==> config.mk <==
export PLATFORM = sky130hd
export DESIGN_NAME = pb_debounce_flat
export DESIGN_NICKNAME = d
export VERILOG_FILES = /design/src/rtl/pb_debounce_if.sv /design/src/rtl/pb_debounce.sv /design/src/flat_wrapper.sv
export SDC_FILE = /design/constraint.sdc
export NUM_CORES = 1
export LEC_CHECK = 0
export ABC_AREA = 1
export CELL_PAD_IN_SITES_DETAIL_PLACEMENT = 1
export CELL_PAD_IN_SITES_GLOBAL_PLACEMENT = 2
export CORE_ASPECT_RATIO = 0.7
export CORE_MARGIN = 3
export CORE_UTILIZATION = 32
export CTS_CLUSTER_SIZE = 28
export DETAILED_ROUTE_END_ITERATION = 10
export GPL_ROUTABILITY_DRIVEN = 0
export GPL_TIMING_DRIVEN = 0
export PLACE_DENSITY = 0.83
export SYNTH_ARGS = -nofsm -noshare
export SYNTH_HDL_FRONTEND = slang
export SYNTH_SLANG_ARGS = --single-unit
==> constraint.sdc <==
create_clock -name clk -period 1.4 [get_ports clk]
set_clock_uncertainty 0.15 [all_clocks]
set_input_delay 0.28 -clock clk [delete_from_list [all_inputs] [get_ports clk]]
set_output_delay 0.28 -clock clk [all_outputs]
set_load 0.1 [all_outputs]
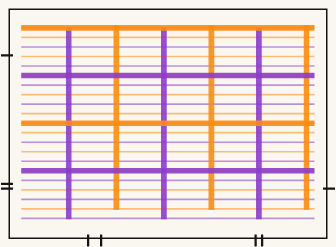
**Above:** power grid.
Pins as bars on the die edge.
colour	net
purple	VSS
orange	VDD
met1 rails	21
met4 straps	6
met5 straps	4
signal pins	8
Die W: 90.2 um
die height: 65.0 um
Core Footprint: 4550 um2
VDD IR max: 0.362 mV

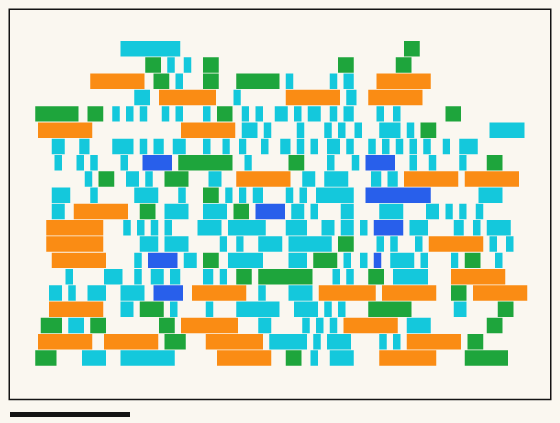
**Above:** placement by cell class.
The bar under the picture is 20 um long.
colour	class	cells
orange	sequential cells	29
blue	clock drivers and dummy loads	8
green	remaining buffers and delay cells	41
cyan	combinational and other logic	170
flop share of the area: 0.305
Std-Cell Rows: 20
Post-Layout Inst Area: 2400 um2

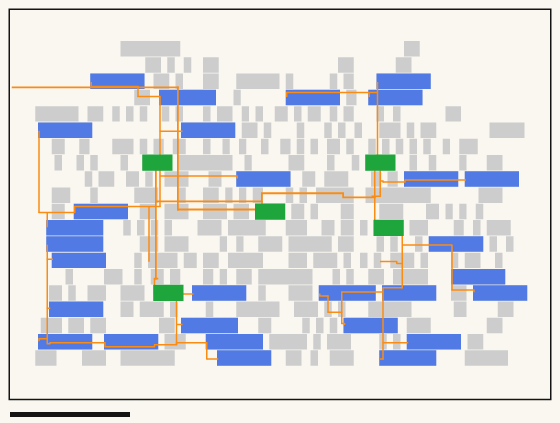
**Above:** routed clock nets over the placement.
The bar under the picture is 20 um long.
[orange] clock wires | length: 428 um
[green] clock drivers | count: 5
[blue] flip-flops | count: 29
flops lie	widely spread
Clk power: 0.902 mW
clock share of power: 0.461

==> results.py <==
# Generated from Yosys and OpenROAD reports
metrics = {
    "run_status": {
        "status": "complete, but fails checks",
        "violations": "setup timing",
    },
    "yosys": {
        "synthCells": 201,
        "top_cell_area_share": 0.409,
        "synth_area_um2": 1590,
        "topCombFamilyByArea": "simple AND/OR/NAND/NOR gates",
        "ys_ff": 29,
        "ys_cells": 201,
        "synth.area.mux_share": 0,
        "synth_chip_area_um2": 1590,
        "ys_warn_count": 0,
        "fa_ha_area_frac": 0.00787,
    },
    "setup_path": {
        "path_class": "flop to flop",
        "start_kind": "flop",
        "cp_num_buf_inv": 3,
        "end_kind": "flop",
        "crit_cells": 9,
        "reg2regPathDepth": 9,
        "regToRegSetupSlack_ps": -260,
    },
    "min_path": {
        "whs_path_depth": 0,
        "worstHoldPathType": "flop to flop",
    },
    "final_timing": {
        "fin_ws_ps": -259,
        "slew_headroom": 0.552,
        "timing.final.crit_share": 1.18,
        "min_period_ps": 1660,
        "finalSetupViolations": 25,
    },
    "clock_network": {
        "numCtsBuffers": 5,
        "htreeDepth": 2,
        "clock-sinks": 29,
        "clk_pin_slew_ps": 60,
    },
    "finish": {
        "clkbuf_count": 7,
        "nNonClkInverters": 27,
        "seq_area_um2": 734,
        "signal_buffers": 41,
        "dominant_cells": "combinational gates",
        "lay_top_cells": "nand2_1 (53), buf_4 (29), dfrtp_1 (22)",
        "ff_count": 29,
    },
    "route": {
        "vias": 1450,
        "wl_per_cell_um": 17.0,
        "wl_met1_um": 2320,
        "routed.top_layer": "met4",
        "drc_errors": 0,
    },
    "placement": {
        "io_buffers": 7,
    },
    "die": {
        "initial_utilization": 0.349,
        "die_area_um2": 5860,
        "tap_cells": 66,
    },
    "global_routing": {
        "gr-usage-met1": 0.236,
        "grt_use_met3": 0.0360,
        "grt_pass1_wl_um": 7320,
    },
}
-- synthesized netlist by cell type, drive strengths merged --
cell	n
dfrtp	26
nor2	46
nand4	2
o21ai	1
ha	1
and3	1
a21oi	2
xor2	5
inv	27
nor3	1
nand3	15
o21bai	2
clkbuf	1
nand2	63
buf	1
xnor2	4
dfstp	3
-- power breakdown --
part / leakage [nW] / internal (mW) / switching, mW
Combinational: 0.607 / 0.0820 / 0.109
Clock: 0.0585 / 0.580 / 0.322
Sequential: 0.380 / 0.853 / 0.0112
Total: 1.05 / 1.51 / 0.443
-- worst reg2reg max path, stage by stage (launching register included) --
cell and delay, ps:
dfstp_2 560, inv_2 50, nand2_4 80, nand3_4 90
clkbuf_16 190, nand2_8 80, nor2_4 50, buf_4 130
a21oi_2 110, nor2_1 60
Power is estimated from default activity; no workload was simulated.
